[src/rtl/bitr_pkg.sv]
// Shared constants for the 3x5 block de-interleaver: geometry, counter widths
// and the natural-order read address sequence.
package bitr_pkg;

  localparam int ROWS = 3;
  localparam int COLS = 5;
  localparam int N    = ROWS * COLS;

  // Counter width that never collapses to zero bits.
  function automatic int cw(input int n);
    return (n <= 2) ? 1 : $clog2(n);
  endfunction

  localparam int ADDR_W = cw(N);
  localparam int ROW_W  = cw(ROWS);
  localparam int COL_W  = cw(COLS);

  localparam int RD_SEQ [N] = '{0, 3, 6, 9, 12, 1, 4, 7, 10, 13, 2, 5, 8, 11, 14};

endpackage

[src/rtl/bitr_deint_addr_gen.sv]
// Walks rd_addr = c*ROWS + r in row-major order by stepping it, so no
// multiplier is needed.
module bitr_deint_addr_gen #(
  parameter  int ROWS = bitr_pkg::ROWS,
  parameter  int COLS = bitr_pkg::COLS,
  localparam int AW   = bitr_pkg::cw(ROWS * COLS)
) (
  input  logic          clk,
  input  logic          rst_n,
  input  logic          adv_i,
  input  logic          clr_i,
  output logic [AW-1:0] addr_o,
  output logic          last_o
);
  import bitr_pkg::*;

  localparam int RW = cw(ROWS);
  localparam int CW = cw(COLS);

  logic [RW-1:0] r_q, r_d;
  logic [CW-1:0] c_q, c_d;
  logic [AW-1:0] addr_q, addr_d;
  logic          c_end;

  assign c_end  = (c_q == CW'(COLS - 1));
  assign last_o = c_end && (r_q == RW'(ROWS - 1));
  assign addr_o = addr_q;

  always_comb begin
    r_d    = r_q;
    c_d    = c_q;
    addr_d = addr_q;
    if (clr_i || (adv_i && last_o)) begin
      r_d    = '0;
      c_d    = '0;
      addr_d = '0;
    end else if (adv_i && c_end) begin
      // End of a row: next row starts at column 0, i.e. address r+1.
      r_d    = r_q + 1'b1;
      c_d    = '0;
      addr_d = AW'(r_q) + AW'(1);
    end else if (adv_i) begin
      c_d    = c_q + 1'b1;
      addr_d = addr_q + AW'(ROWS);
    end
  end

  always_ff @(posedge clk or negedge rst_n) begin
    if (!rst_n) begin
      r_q    <= '0;
      c_q    <= '0;
      addr_q <= '0;
    end else begin
      r_q    <= r_d;
      c_q    <= c_d;
      addr_q <= addr_d;
    end
  end

endmodule

[src/rtl/bitr_deint_buf.sv]
// Ping-pong de-interleave buffer: samples are written linearly into one bank
// while the other bank is drained in natural (row-major) order.
module bitr_deint_buf #(
  parameter  int DATA_W = 8,
  parameter  int ROWS   = bitr_pkg::ROWS,
  parameter  int COLS   = bitr_pkg::COLS,
  localparam int N      = ROWS * COLS,
  localparam int AW     = bitr_pkg::cw(N)
) (
  input  logic              clk,
  input  logic              rst_n,
  input  logic              s_valid,
  output logic              s_ready,
  input  logic [DATA_W-1:0] s_data,
  output logic              m_valid,
  input  logic              m_ready,
  output logic [DATA_W-1:0] m_data,
  output logic              m_last
);
  import bitr_pkg::*;

  logic [1:0]             full_q, full_d;
  logic                   wr_sel_q, wr_sel_d;
  logic                   rd_sel_q, rd_sel_d;
  logic [AW-1:0]          wr_addr_q, wr_addr_d;
  logic [AW-1:0]          rd_addr;
  logic                   rd_end;
  logic                   wr_fire, wr_last, rd_fire, rd_last;
  logic [1:0][DATA_W-1:0] bank_rd;

  assign s_ready = ~full_q[wr_sel_q];
  assign m_valid = full_q[rd_sel_q];
  assign m_data  = m_valid ? bank_rd[rd_sel_q] : '0;
  assign m_last  = m_valid & rd_end;

  assign wr_fire = s_valid & s_ready;
  assign wr_last = wr_fire & (wr_addr_q == AW'(N - 1));
  assign rd_fire = m_valid & m_ready;
  assign rd_last = rd_fire & rd_end;

  bitr_deint_addr_gen #(.ROWS(ROWS), .COLS(COLS)) u_addr_gen (
    .clk    (clk),
    .rst_n  (rst_n),
    .adv_i  (rd_fire),
    .clr_i  (1'b0),
    .addr_o (rd_addr),
    .last_o (rd_end)
  );

  // Banks hold no reset; the full flags alone decide what is valid.
  for (genvar b = 0; b < 2; b++) begin : g_bank
    logic [DATA_W-1:0] mem_q [N];

    always_ff @(posedge clk) begin
      if (wr_fire && (wr_sel_q == 1'(b))) mem_q[wr_addr_q] <= s_data;
    end

    assign bank_rd[b] = mem_q[rd_addr];
  end

  always_comb begin
    full_d    = full_q;
    wr_sel_d  = wr_sel_q;
    rd_sel_d  = rd_sel_q;
    wr_addr_d = wr_addr_q;
    if (wr_fire) wr_addr_d = wr_addr_q + AW'(1);
    // The filling bank is never full, so it can never be the draining bank.
    if (wr_last) begin
      wr_addr_d        = '0;
      full_d[wr_sel_q] = 1'b1;
      wr_sel_d         = ~wr_sel_q;
    end
    if (rd_last) begin
      full_d[rd_sel_q] = 1'b0;
      rd_sel_d         = ~rd_sel_q;
    end
  end

  always_ff @(posedge clk or negedge rst_n) begin
    if (!rst_n) begin
      full_q    <= '0;
      wr_sel_q  <= 1'b0;
      rd_sel_q  <= 1'b0;
      wr_addr_q <= '0;
    end else begin
      full_q    <= full_d;
      wr_sel_q  <= wr_sel_d;
      rd_sel_q  <= rd_sel_d;
      wr_addr_q <= wr_addr_d;
    end
  end

endmodule
[config.mk]
export PLATFORM = sky130hd
export DESIGN_NAME = bitr_deint_buf
export DESIGN_NICKNAME = d
export VERILOG_FILES = /design/src/rtl/bitr_pkg.sv /design/src/rtl/bitr_deint_addr_gen.sv /design/src/rtl/bitr_deint_buf.sv
export SDC_FILE = /design/constraint.sdc
export NUM_CORES = 1
export LEC_CHECK = 0
export CAP_MARGIN = 15
export CORE_ASPECT_RATIO = 1.4
export CORE_MARGIN = 2
export CORE_UTILIZATION = 56
export CTS_CLUSTER_DIAMETER = 200
export DETAILED_ROUTE_END_ITERATION = 10
export GPL_TIMING_DRIVEN = 0
export HOLD_SLACK_MARGIN = 0.15
export PLACE_DENSITY = 0.84
export SYNTH_ARGS = -nofsm -noshare
export SYNTH_HDL_FRONTEND = slang
export SYNTH_SLANG_ARGS = --single-unit
[constraint.sdc]
create_clock -name clk -period 2.07 [get_ports clk]
set_input_delay 0.621 -clock clk [delete_from_list [all_inputs] [get_ports clk]]
set_output_delay 0.621 -clock clk [all_outputs]
set_load 0.01 [all_outputs]
==> results.rst, run 1 <==
Synthesis and place-and-route
=============================

.. list-table::
   :header-rows: 1

   * - Metric
     - Value
   * - Area of all placed cells without fillers
     - 12440 sq um
   * - WHS
     - 546.9 ps
   * - Required time of the critical path
     - 1450 ps
   * - Combinational cell area excluding buffers and inverters
     - 2958 sq um
   * - Maximum clock rate
     - 0.3147 GHz
   * - Number of multi-input combinational cells
     - 323
   * - DRC violations left
     - 0
   * - Least setup slack across all paths after layout
     - -1107 ps
   * - Power share of the combinational group
     - 34.0%
   * - Result of the run
     - finished with violations
   * - Tally of yosys warning messages
     - 0
   * - R2R Path End
     - g_bank[0].mem_q[4][1]$_DFFE_PP_
   * - Cells after DPL
     - 888
   * - Total clock network power
     - 0.00417 W
   * - Int Power
     - 0.01073 W
   * - Number of tapcells
     - 244
   * - Crit. End Element
     - primary output
   * - Area of the placeable core
     - roughly 19000 sq um
   * - Comb power
     - 0.00540 W
   * - Post-Synthesis Net Count
     - 643
   * - Count of hold-fix buffers inserted at cts
     - 0
   * - CP most frequent cell
     - sky130_fd_sc_hd__buf_12
   * - Number of max-capacitance violations reported
     - 0
   * - Tally of buffers added on design ports
     - 22
   * - Post-placement worst setup slack
     - -1137 ps
   * - Cell class contributing the biggest share of worst-path delay
     - buffers and inverters
   * - Biggest fanout along the worst timing path
     - 10
   * - Highest-count logic cell in the final layout
     - sky130_fd_sc_hd__edfxtp_1
   * - Flip-flops with a built-in enable
     - about 240
   * - GR Layer Usage met1
     - 30.54%
   * - IR drop worst, VDD
     - 878.0 uV
   * - Adder-Cell Fraction of Synth Area
     - under 10%
   * - Final period demand of the worst path
     - 3177 ps
   * - Mux cell area share
     - 11.70%
   * - Dominant cell area share
     - 68.29%
   * - I/O pin count
     - 23
   * - Post-synthesis xor/xnor area fraction
     - 0.08300%
   * - CTS Sinks
     - 257
   * - Pin count of the biggest net entering global routing
     - 31
   * - Layer carrying the most global-route usage
     - met2
   * - Clock Pin Slew Worst Setup and Hold Paths
     - 60 ps
   * - Failing checks
     - setup timing
   * - Ranking of synthesized cells by area
     - sky130_fd_sc_hd__edfxtp_1 68%, sky130_fd_sc_hd__mux4_2 5.1%, sky130_fd_sc_hd__mux2i_1 4.8%
   * - Setup repair after global routing missed its margin
     - yes
   * - Number of placement rows
     - 59
   * - Max-area cell class
     - sequential cells
   * - Sequential share of power
     - approximately 40%
   * - Ratio of routed vias to standard cells
     - 6.440
   * - Met1 routed wirelength after detailed routing
     - 8735 microns
   * - Post-layout period usage of the worst path
     - 153.5%
   * - Critical-path cell list
     - buf_12 > buf_12 > buf_12 > mux2i_2 > a22oi_1 > a21oi_2 > o22ai_2 > dlygate4sd2_1
   * - Clock buf/inv share
     - 5.843%
   * - Clock tree buffer count of the final layout
     - 29
   * - RePlAce Congestion
     - 0.9178
   * - Share of layout cells above drive strength 1
     - 30.07%
   * - Data arrival time at the worst-slack endpoint
     - 2560 ps
   * - Switching Power
     - 0.005159 W
   * - Most frequent cells in the layout
     - 240 x sky130_fd_sc_hd__edfxtp_1, 37 x sky130_fd_sc_hd__mux2i_1, 35 x sky130_fd_sc_hd__nand2_1, 24 x sky130_fd_sc_hd__mux4_2, 24 x sky130_fd_sc_hd__clkbuf_16
   * - Power group with the highest consumption
     - sequential cells
   * - Gr ovfl total
     - 0
   * - Number of global-route vias before repair
     - a little over 6000
   * - Chip area
     - about 20000 sq um
   * - Area growth syn-to-layout
     - 17.89%
   * - Cell Pwr Density
     - approximately 1300 nW/um^2
   * - Met3 wire len
     - 1699 microns
   * - Setup-violating endpoint count in the final report
     - 10
   * - Power drawn by the sequential cells
     - 0.00632 W
   * - Dominant kind of combinational cell
     - multiplexers
   * - GR Layer Usage met3
     - roughly 3.6%
   * - Buffering stage count on the worst path with inverters included
     - 4
   * - Nonclk inv count
     - 8
   * - Number of buffers created by CTS
     - 23
   * - Number of standard cells in the layout, taps in and fillers out
     - ~950
   * - Biggest area consumer among synthesized cells
     - sky130_fd_sc_hd__edfxtp_1
   * - Setup Crit Path Kind
     - reg -> out
   * - Register share of the cell area
     - roughly three fifths
   * - Ys flop type
     - sky130_fd_sc_hd__edfxtp_1
   * - Max-slew violations
     - 0
   * - Diodes inserted
     - 0
   * - Max Used Layer
     - met4
   * - Floorplan die width
     - 120.0 microns
   * - Filler Cells Inserted
     - roughly 1100
   * - Detailed-route wire length per cell
     - 26.65 microns
   * - Worst reg2reg path depth
     - 4
   * - Origin of the worst setup path
     - u_addr_gen.addr_o[0]$_DFFE_PN0P_
   * - Netlist area before placement
     - 10550 sq um
   * - Vertical die size
     - 166.4 microns
   * - Async set-or-reset flop fraction in the synthesized netlist
     - 6.615%
   * - Post-Synth Simple-Gate Area
     - 5.596%
   * - Post-synthesis area per instance
     - 16.97 sq um
   * - Post-place instance area
     - 11120 sq um
   * - Sequential cells
     - 257
   * - CTS max path bufs
     - 3
   * - Wire length of the first global-routing pass
     - 37230 microns
   * - Total tool warning count
     - 34
   * - Count of cell instances traversed by the critical path
     - 8
   * - Worst-case clock skew
     - 13.36 ps
   * - Fraction of the core area occupied by cells at floorplan
     - 56.95%
   * - Clock share of power
     - 26.2%
   * - Final-report hold violation count
     - 0
   * - Cell count in the Yosys report
     - 622
   * - Seq cells post-synth
     - approximately 260
   * - Switching share of power
     - 32.46%
   * - Standby leakage power
     - slightly above 4 nW
   * - Startpoint kind of the worst setup timing path
     - flop
   * - Combinational fraction of the cell area
     - 23.78%
   * - R2r startpoint
     - full_q[0]$_DFF_PN0_
   * - Number of nets at the end of the flow
     - 710
   * - Highest-delay cell along the critical path
     - sky130_fd_sc_hd__dfrtp_2
   * - Slew of the pin with the lowest slew margin
     - 1211 ps
   * - Non-clock buffers, area share
     - 6.306%
   * - Global routing usage on met2
     - 43.65%
   * - Critical Path Sink
     - m_data[5]
   * - Min-Delay Path Class
     - in -> async
   * - FF/Latch Area
     - roughly 7600 sq um
   * - Final core utilization
     - 67.14%
   * - Final antenna-violating net count
     - 0
   * - Number of vias after detailed routing
     - 6112
   * - Count of TritonRoute iterations in the first routing pass
     - 5
   * - Max incr delay on CP
     - 420 ps
   * - Met2 wire len
     - between 10000 and 15000 microns
   * - Root buffer cell
     - sky130_fd_sc_hd__clkbuf_16
   * - Headroom to the max-slew limit
     - 18.99%
   * - Cell count after synthesis
     - 622
   * - Final TNS setup
     - -8659 ps
   * - Post-synth seq share
     - 72.33%
   * - Ao+oa area frac
     - 7.114%
   * - Overall Global Routing Usage
     - 25.36%
   * - Clk Latency, worst-skew pair
     - 530 ps
   * - HPWL after detailed placement
     - 15860 microns
   * - Setup slack of the most critical reg-to-reg path
     - 40 ps
   * - Number of DRC violations after detailed-routing iteration 0
     - 635
   * - Number of ordinary and repair buffers in the finished layout
     - 76
## run 1: Yosys cell counts, drive strengths merged (13+ instances only)
master,n
mux4,24
nand2b,17
dfrtp,17
o211ai,16
mux2i,51
buf,21
nand2,35
o21ai,16
a21oi,14
edfxtp,240
a22oi,24
nor2,16
clkbuf,13
and2,27
mux2,16
## run 1: repair_timing
item	CTS	global route
pin swaps	8	4
endpoints found under the setup margin	97	78
setup buffers	10	8
hold endpoints to repair	0	0
gates resized	124	22
## run 1: flip-flops by register name (all words and copies together) (netlist names)
register,cells
full_q,2
g_bank.mem_q,240
rd_sel_q,1
u_addr_gen.addr_o,4
u_addr_gen.c_q,3
u_addr_gen.r_q,2
wr_addr_q,4
wr_sel_q,1
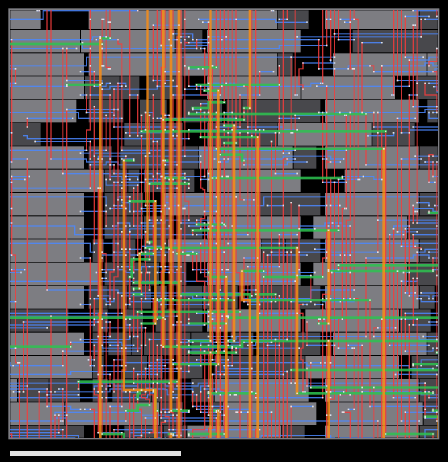
**Above:** run 1 (zoomed window).
Bar = 20 microns. Window x 35 to 85, y 91 to 141 microns. Cells in grey, sequential cells in the stronger grey; small squares are vias.
layer	colour
M4	orange
M1	blue
M2	red
M3	green
most frequent	edfxtp_1 (50), nand2_1 (9), o211ai_1 (8)
cells with their middle in the window	138
netlist names of flops here include	g_bank.mem_q (50)
sequential cells in the window	50

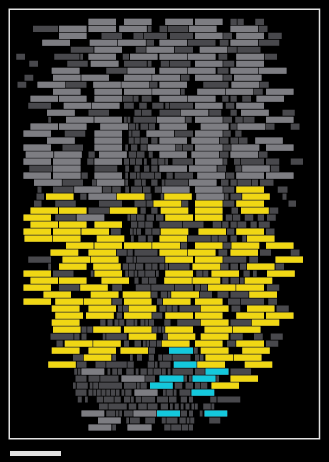
**Above:** run 1 (sequential cells coloured by instance or generate block).
Bar = 20 microns. Other sequential cells in the stronger grey, the rest of the logic in the fainter grey.
scope	colour	placed flops
u_addr_gen	cyan	9
g_bank[0]	yellow	120
not coloured	128

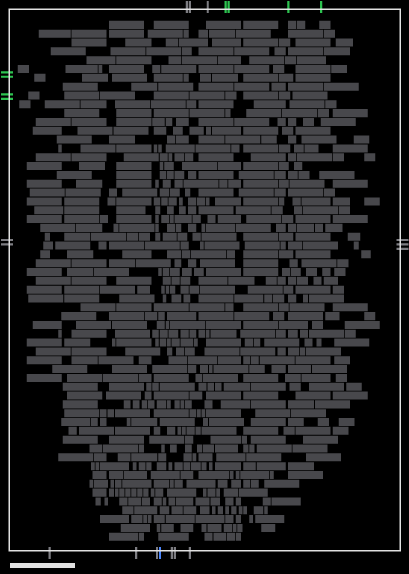
**Above:** run 1 (I/O pins on the die edge).
Bar = 20 microns. Pins as bars across the die edge, other pins in grey.
port	colour	pins	direction	edge
s_data	green	8	input	4 north, 4 west
s_valid	blue	1	input	south
all pins by edge	7 south, 7 north, 6 west, 3 east

--- run 2 (diff from run 1) ---
CORE_UTILIZATION = 51   (was 56)
PLACE_DENSITY = 0.78   (was 0.84)
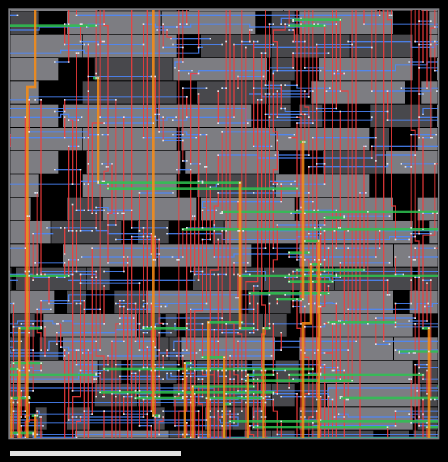
**Above:** run 2 (zoomed window).
Bar = 20 microns. Window x 38 to 88, y 97 to 147 microns. Cells in grey, sequential cells in the stronger grey; small squares are vias.
layer	colour
M4	orange
M3	green
M2	red
M1	blue
most frequent	edfxtp_1 (41), and2_2 (13), nand2_1 (11)
sequential cells in the window	41
cells with their middle in the window	107
netlist names of flops here include	g_bank.mem_q (41)

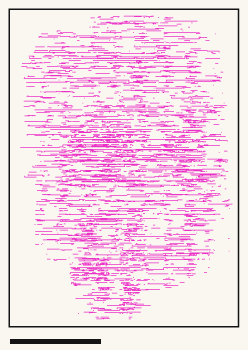
**Above:** run 2 (M1 wires).
Bar = 50 microns.
wire length on this layer	8820 microns
share of all routed wire	35%
main direction	horizontal
longest straight run	41.9 microns

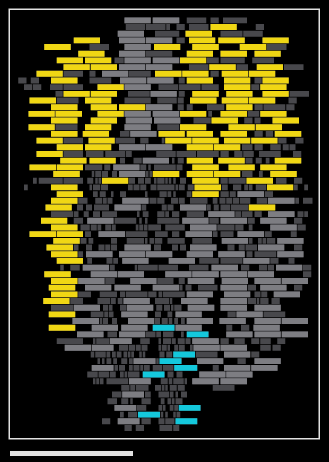
**Above:** run 2 (sequential cells coloured by instance or generate block).
Bar = 50 microns. Other sequential cells in the stronger grey, the rest of the logic in the fainter grey.
final core utilization: 62.06%
chip area: 21870 sq um

==> run 2 against run 1 <==
Effect of this change:
- the flow still finishes with violations (setup timing)
- count of clock-buffer cells in the layout is 4 lower
- cell area is 1.8% higher
- critical endpoint is now m_data[1]
- sequential power hardly changed
- highest routed layer unchanged
- cell count is 1.6% higher
- synthesized area stayed put
- critical path depth is 2 lower
- global-route usage is 2.9 points lower
- critical path type unchanged
==> results.rst, run 2 <==
Synthesis and place-and-route
=============================

.. list-table::
   :header-rows: 1

   * - Metric
     - Value
   * - Nonclk inv count
     - 8 (unchanged)
   * - Number of nets at the end of the flow
     - 714 (+0.56%)
   * - Sequential share of power
     - 38.6% (-1.2 points)
   * - Gr ovfl total
     - 0 (unchanged)
   * - Max-area cell class
     - sequential cells
   * - CTS Sinks
     - 257 (unchanged)
   * - Tally of yosys warning messages
     - 0 (unchanged)
   * - Diodes inserted
     - 0 (unchanged)
   * - Vertical die size
     - 174.2 microns (+4.7%)
   * - Overall Global Routing Usage
     - 22.43% (-2.9 points)
   * - Combinational cell area excluding buffers and inverters
     - 3035 sq um (+2.6%)
   * - Cell Pwr Density
     - 1291 nW/um^2 (+1.1%)
   * - CTS max path bufs
     - 3 (unchanged)
   * - Dominant kind of combinational cell
     - multiplexers
   * - Biggest fanout along the worst timing path
     - 5 (-5)
   * - Setup slack of the most critical reg-to-reg path
     - 60 ps (+20 ps)
   * - Number of buffers created by CTS
     - 23 (unchanged)
   * - Number of ordinary and repair buffers in the finished layout
     - 80 (+5.3%)
   * - DRC violations left
     - 0 (unchanged)
   * - Clock tree buffer count of the final layout
     - 25 (-14%)
   * - Final TNS setup
     - -8836 ps (-177.1 ps)
   * - Detailed-route wire length per cell
     - 25.98 microns (-2.5%)
   * - Slew of the pin with the lowest slew margin
     - 1137 ps (-74.28 ps)
   * - WHS
     - 511.8 ps (-35.11 ps)
   * - Register with the highest flop count
     - g_bank.mem_q
   * - Count of hold-fix buffers inserted at cts
     - 0 (unchanged)
   * - Min-Delay Path Class
     - reg -> reg
   * - Mux cell area share
     - 11.70% (unchanged)
   * - Clk Latency, worst-skew pair
     - 510 ps (-20 ps)
   * - Share of layout cells above drive strength 1
     - 32.20% (+2.1 points)
   * - I/O pin count
     - 23 (unchanged)
   * - Netlist area before placement
     - 10550 sq um (unchanged)
   * - Setup-violating endpoint count in the final report
     - 10 (unchanged)
   * - Origin of the worst setup path
     - u_addr_gen.addr_o[0]$_DFFE_PN0P_
   * - Max Used Layer
     - met4
   * - Power share of the combinational group
     - 35.4% (+1.4 points)
   * - Standby leakage power
     - 4.247 nW (+2.2%)
   * - Number of setup buffers added after CTS
     - 11 (+1)
   * - Clock Pin Slew Worst Setup and Hold Paths
     - 60 ps (about the same)
   * - Cells after DPL
     - 900 (+1.4%)
   * - Critical Path Sink
     - m_data[1]
   * - Number of placement rows
     - 62 (+5.1%)
   * - Power drawn by the sequential cells
     - 0.00631 W (about the same)
   * - Post-synthesis area per instance
     - 16.97 sq um (unchanged)
   * - Cell count in the Yosys report
     - 622 (unchanged)
   * - Post-layout period usage of the worst path
     - 152.3% (-1.2 points)
   * - Register share of the cell area
     - 60.29% (-1.1 points)
   * - Met2 wire len
     - 13470 microns (+2.6%)
   * - Area of all placed cells without fillers
     - 12660 sq um (+1.8%)
   * - Post-placement worst setup slack
     - -1161 ps (-23.90 ps)
   * - Sequential cells
     - 257 (unchanged)
   * - Worst reg2reg path depth
     - 9 (+5)
   * - Combinational fraction of the cell area
     - 23.97% (+0.20 points)
   * - Post-Synth Simple-Gate Area
     - 5.596% (unchanged)
   * - R2r startpoint
     - rd_sel_q$_DFFE_PN0N_
   * - Ratio of routed vias to standard cells
     - 6.310 (-2.0%)
   * - Int Power
     - 0.01108 W (+3.3%)
   * - Post-place instance area
     - 11140 sq um (+0.13%)
   * - Total tool warning count
     - 34 (unchanged)
   * - Number of multi-input combinational cells
     - 323 (unchanged)
   * - Maximum clock rate
     - 0.3173 GHz (+0.81%)
   * - HPWL after detailed placement
     - 15970 microns (+0.69%)
   * - Final antenna-violating net count
     - 0 (unchanged)
   * - Wire length of the first global-routing pass
     - 36570 microns (-1.8%)
   * - Post-Synthesis Net Count
     - 643 (unchanged)
   * - Power group with the highest consumption
     - sequential cells
   * - Floorplan die width
     - 125.6 microns (+4.6%)
   * - Failing checks
     - setup timing
   * - Post-synthesis xor/xnor area fraction
     - 0.08300% (unchanged)
   * - Result of the run
     - finished with violations
   * - Ao+oa area frac
     - 7.114% (unchanged)
   * - FF/Latch Area
     - 7634 sq um (about the same)
   * - Adder-Cell Fraction of Synth Area
     - 1.067% (unchanged)
   * - Area of the placeable core
     - 20400 sq um (+10%)
   * - Number of global-route vias before repair
     - 6191 (-0.29%)
   * - Most frequent cells in the layout
     - 240 x sky130_fd_sc_hd__edfxtp_1, 42 x sky130_fd_sc_hd__mux2i_1, 32 x sky130_fd_sc_hd__nand2_1, 26 x sky130_fd_sc_hd__clkbuf_16, 24 x sky130_fd_sc_hd__mux4_2
   * - RePlAce Congestion
     - 0.9262 (+0.92%)
   * - Dominant cell area share
     - 68.29% (unchanged)
   * - Number of standard cells in the layout, taps in and fillers out
     - 964 (+1.6%)
   * - Startpoint kind of the worst setup timing path
     - flop
   * - Tally of buffers added on design ports
     - 22 (unchanged)
   * - Switching share of power
     - 32.23% (-0.24 points)
   * - Headroom to the max-slew limit
     - 23.96% (+5.0 points)
   * - Cts repair resizes
     - 137 (+10%)
   * - Area growth syn-to-layout
     - 19.99%
   * - Comb power
     - 0.00579 W (+7.2%)
   * - Least setup slack across all paths after layout
     - -1082 ps (+25.66 ps)
   * - Number of DRC violations after detailed-routing iteration 0
     - 744 (+17%)
## run 2: cell counts after synthesis
No cell type changed its count.
## run 2: routing by layer
layer | up-vias | track usage [%]
li1 | 2590 | -
met1 | 3115 | 26.17
met2 | 290 | 41.17
met3 | 88 | 2.739
met4 | 0 | 10.05
met5 | - | 0
## run 2: worst max-delay path, stage by stage (launching register included)
cell and delay, ps:
sky130_fd_sc_hd__dfrtp_2 490, sky130_fd_sc_hd__buf_12 160, sky130_fd_sc_hd__mux4_2 510, sky130_fd_sc_hd__nor3b_1 180
sky130_fd_sc_hd__a311oi_2 300, sky130_fd_sc_hd__o211ai_1 180, sky130_fd_sc_hd__buf_2 190
--- run 3 (diff from run 2) ---
PLACE_DENSITY = 0.75   (was 0.78)
SYNTH_HIERARCHICAL = 1   (was not set)
TNS_END_PERCENT = 50   (was not set)
clock period = 3.52 ns   (was 2.07 ns; I/O delays follow)
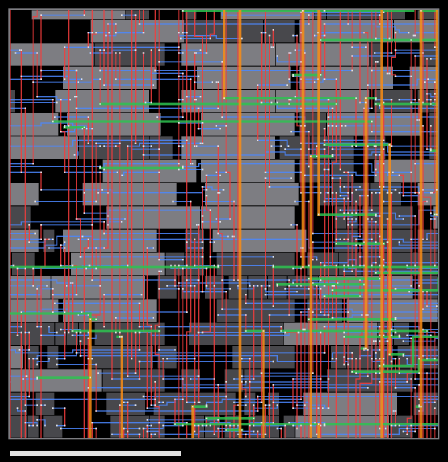
**Above:** run 3 (zoomed window).
Bar = 20 microns. Window x 38 to 88, y 98 to 148 microns. Cells in grey, sequential cells in the stronger grey; small squares are vias.
layer	colour
M4	orange
M3	green
M2	red
M1	blue
cells with their middle in the window	120
sequential cells in the window	36
most frequent	edfxtp_1 (36), and2_1 (12), nor2_1 (9)
netlist names of flops here include	g_bank.mem_q (36)

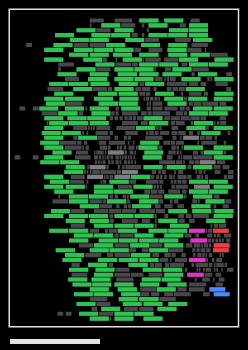
**Above:** run 3 (where the registers sit).
Bar = 50 microns. Other sequential cells in the stronger grey, the rest of the logic in the fainter grey.
name in the netlist	colour	placed flops
u_addr_gen/c_q	red	3
u_addr_gen/addr_o	magenta	4
g_bank.mem_q	green	240
u_addr_gen/r_q	blue	2

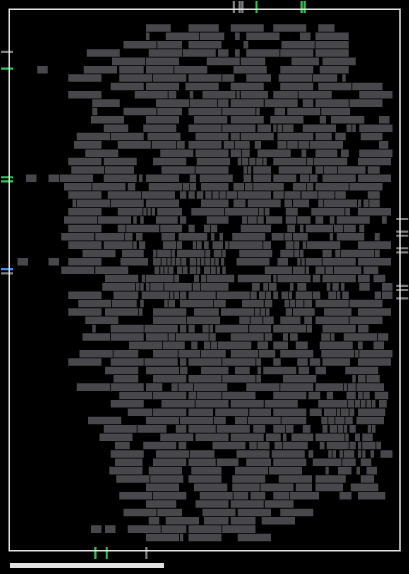
**Above:** run 3 (I/O pins on the die edge).
Bar = 50 microns. Pins as bars across the die edge, other pins in grey.
port	colour	pins	direction	edge
s_data	green	8	input	3 north, 3 west, 2 south
s_valid	blue	1	input	west
all pins by edge	8 east, 6 west, 6 north, 3 south

==> run 3 against run 2 <==
Effect of this change:
- the run still ends with setup timing left
- worst hold slack improved by 61 ps
- sequential share of layout area fell by 0.68 points
- synthesized area rose by 1.9%
- via count rose by 0.67%
- setup slack improved by 890 ps
- non-clock buffer count rose by 3
- cell count rose by 0.62%
- cell area rose by 1.2%
- critical endpoint is now m_data[0]
- global-route usage rose by 1.2 points
==> results.rst, run 3 <==
Synthesis and place-and-route
=============================

.. list-table::
   :header-rows: 1

   * - Metric
     - Value
   * - Result of the run
     - finished with violations
   * - Failing checks
     - setup timing
   * - DRC violations left
     - 0 (unchanged)
   * - Clock Pin Slew Worst Setup and Hold Paths
     - 60 ps (about the same)
   * - Number of buffers created by CTS
     - 23 (unchanged)
   * - Max-area cell class
     - sequential cells
   * - Layer carrying the most global-route usage
     - met2
   * - CP most frequent cell
     - sky130_fd_sc_hd__buf_12
   * - Mux cell area share
     - 13.32% (+1.6 points)
   * - Cell Pwr Density
     - 636.1 nW/um^2 (-51%)
   * - Sequential share of power
     - 44.2% (+5.6 points)
   * - Overall Global Routing Usage
     - 23.68% (+1.2 points)
   * - Power drawn by the sequential cells
     - 0.00360 W (-43%)
   * - Switching share of power
     - 27.96% (-4.3 points)
   * - Count of hold-fix buffers inserted at cts
     - 0 (unchanged)
   * - Worst reg2reg path depth
     - 4 (-5)
   * - Netlist area before placement
     - 10760 sq um (+1.9%)
   * - Int Power
     - 0.005870 W (-47%)
   * - Sequential cells
     - 257 (unchanged)
   * - Max Used Layer
     - met4
   * - Least setup slack across all paths after layout
     - -189.5 ps (+892.2 ps)
   * - Global routing usage on met2
     - 40.05% (-1.1 points)
   * - GR Layer Usage met1
     - 30.34% (+4.2 points)
   * - Area of the placeable core
     - 20630 sq um (+1.1%)
   * - Cell class contributing the biggest share of worst-path delay
     - buffers and inverters
   * - Slew of the pin with the lowest slew margin
     - 1186 ps (+48.89 ps)
   * - Cell count in the Yosys report
     - 623 (+0.16%)
   * - Final antenna-violating net count
     - 0 (unchanged)
   * - CTS Sinks
     - 257 (unchanged)
   * - Tally of yosys warning messages
     - 6 (+6)
   * - Number of placement rows
     - 62 (unchanged)
   * - Tally of buffers added on design ports
     - 22 (unchanged)
   * - Clock tree buffer count of the final layout
     - 30 (+20%)
   * - Total tool warning count
     - 33 (-2.9%)
   * - Setup slack of the most critical reg-to-reg path
     - 1270 ps (+1210 ps)
   * - Min-Delay Path Class
     - reg -> reg
   * - Gr ovfl total
     - 0 (unchanged)
   * - Combinational fraction of the cell area
     - 24.09% (+0.11 points)
   * - Biggest fanout along the worst timing path
     - 6 (+1)
   * - Comb power
     - 0.00206 W (-64%)
   * - Post-synthesis area per instance
     - 17.27 sq um (+1.8%)
   * - Met2 wire len
     - 13180 microns (-2.2%)
   * - Highest-delay cell along the critical path
     - sky130_fd_sc_hd__dfrtp_2
   * - Setup-violating endpoint count in the final report
     - 8 (-2)
   * - Number of ordinary and repair buffers in the finished layout
     - 83 (+3.8%)
   * - Floorplan die width
     - 126.7 microns (+0.94%)
   * - Maximum clock rate
     - 0.2696 GHz
   * - I/O pin count
     - 23 (unchanged)
   * - RePlAce Congestion
     - 0.9490 (+2.5%)
   * - Register share of the cell area
     - 59.61% (-0.68 points)
   * - Vertical die size
     - 175.8 microns (+0.94%)
   * - Origin of the worst setup path
     - u_addr_gen/addr_o[0]$_DFFE_PN0P_
   * - Count of cell instances traversed by the critical path
     - 11 (+5)
   * - Area of all placed cells without fillers
     - 12810 sq um (+1.2%)
   * - Adder-Cell Fraction of Synth Area
     - 1.047% (-0.020 points)
   * - Post-Synth Simple-Gate Area
     - 7.385% (+1.8 points)
   * - Clk Latency, worst-skew pair
     - 510 ps (about the same)
   * - Number of nets at the end of the flow
     - 720 (+0.84%)
   * - Critical-path cell list
     - buf_12 > buf_12 > buf_12 > buf_12 > buf_12 > buf_12 > a211oi_4 > o22ai_2 > nor3b_2 > nor4_4 > buf_2
   * - Share of layout cells above drive strength 1
     - 26.19% (-6.0 points)
   * - Ao+oa area frac
     - 4.676% (-2.4 points)
   * - Power share of the combinational group
     - 25.3% (-10 points)
   * - Detailed-route wire length per cell
     - 27.16 microns (+4.5%)
   * - Post-Synthesis Net Count
     - 644 (+0.16%)
   * - Area growth syn-to-layout
     - 19.07%
   * - Diodes inserted
     - 0 (unchanged)
   * - Register with the highest flop count
     - g_bank.mem_q
   * - Ratio of routed vias to standard cells
     - 6.313 (about the same)
   * - Number of setup buffers added after CTS
     - 16 (+5)
[run 3: cell count changes after synthesis, sizes merged, moves of 6 or more]
cell and change:
nor2 +12, nand2b -8, a22oi -22, mux4 +16, a31o -12, mux2i -20, a211oi +6, o21ai +10
o211ai -15
[run 3: metrics by stage]
stage | util (%) | TNS, ps | worst slack (ps) | std cells
3_3_place_gp | 54.75 | -2289 | -530.2 | 901
2_1_floorplan | - | 0 | 660.5 | 623
4_1_cts | 60.84 | -909.2 | -162.5 | 959
3_5_place_dp | 54.75 | -2572 | -538.2 | 901
5_1_grt | 62.08 | -1417 | -236.1 | 970
6_report | 62.08 | -1054 | -189.5 | 970
[run 3: worst min-delay path, delay by kind of cell, from the launching register on]
kind             cells  cell delay, ps
flip-flops           1             400
AND-OR/OR-AND        1              50
AND/OR/NAND/NOR      1              80
Power is estimated from default activity; no workload was simulated.
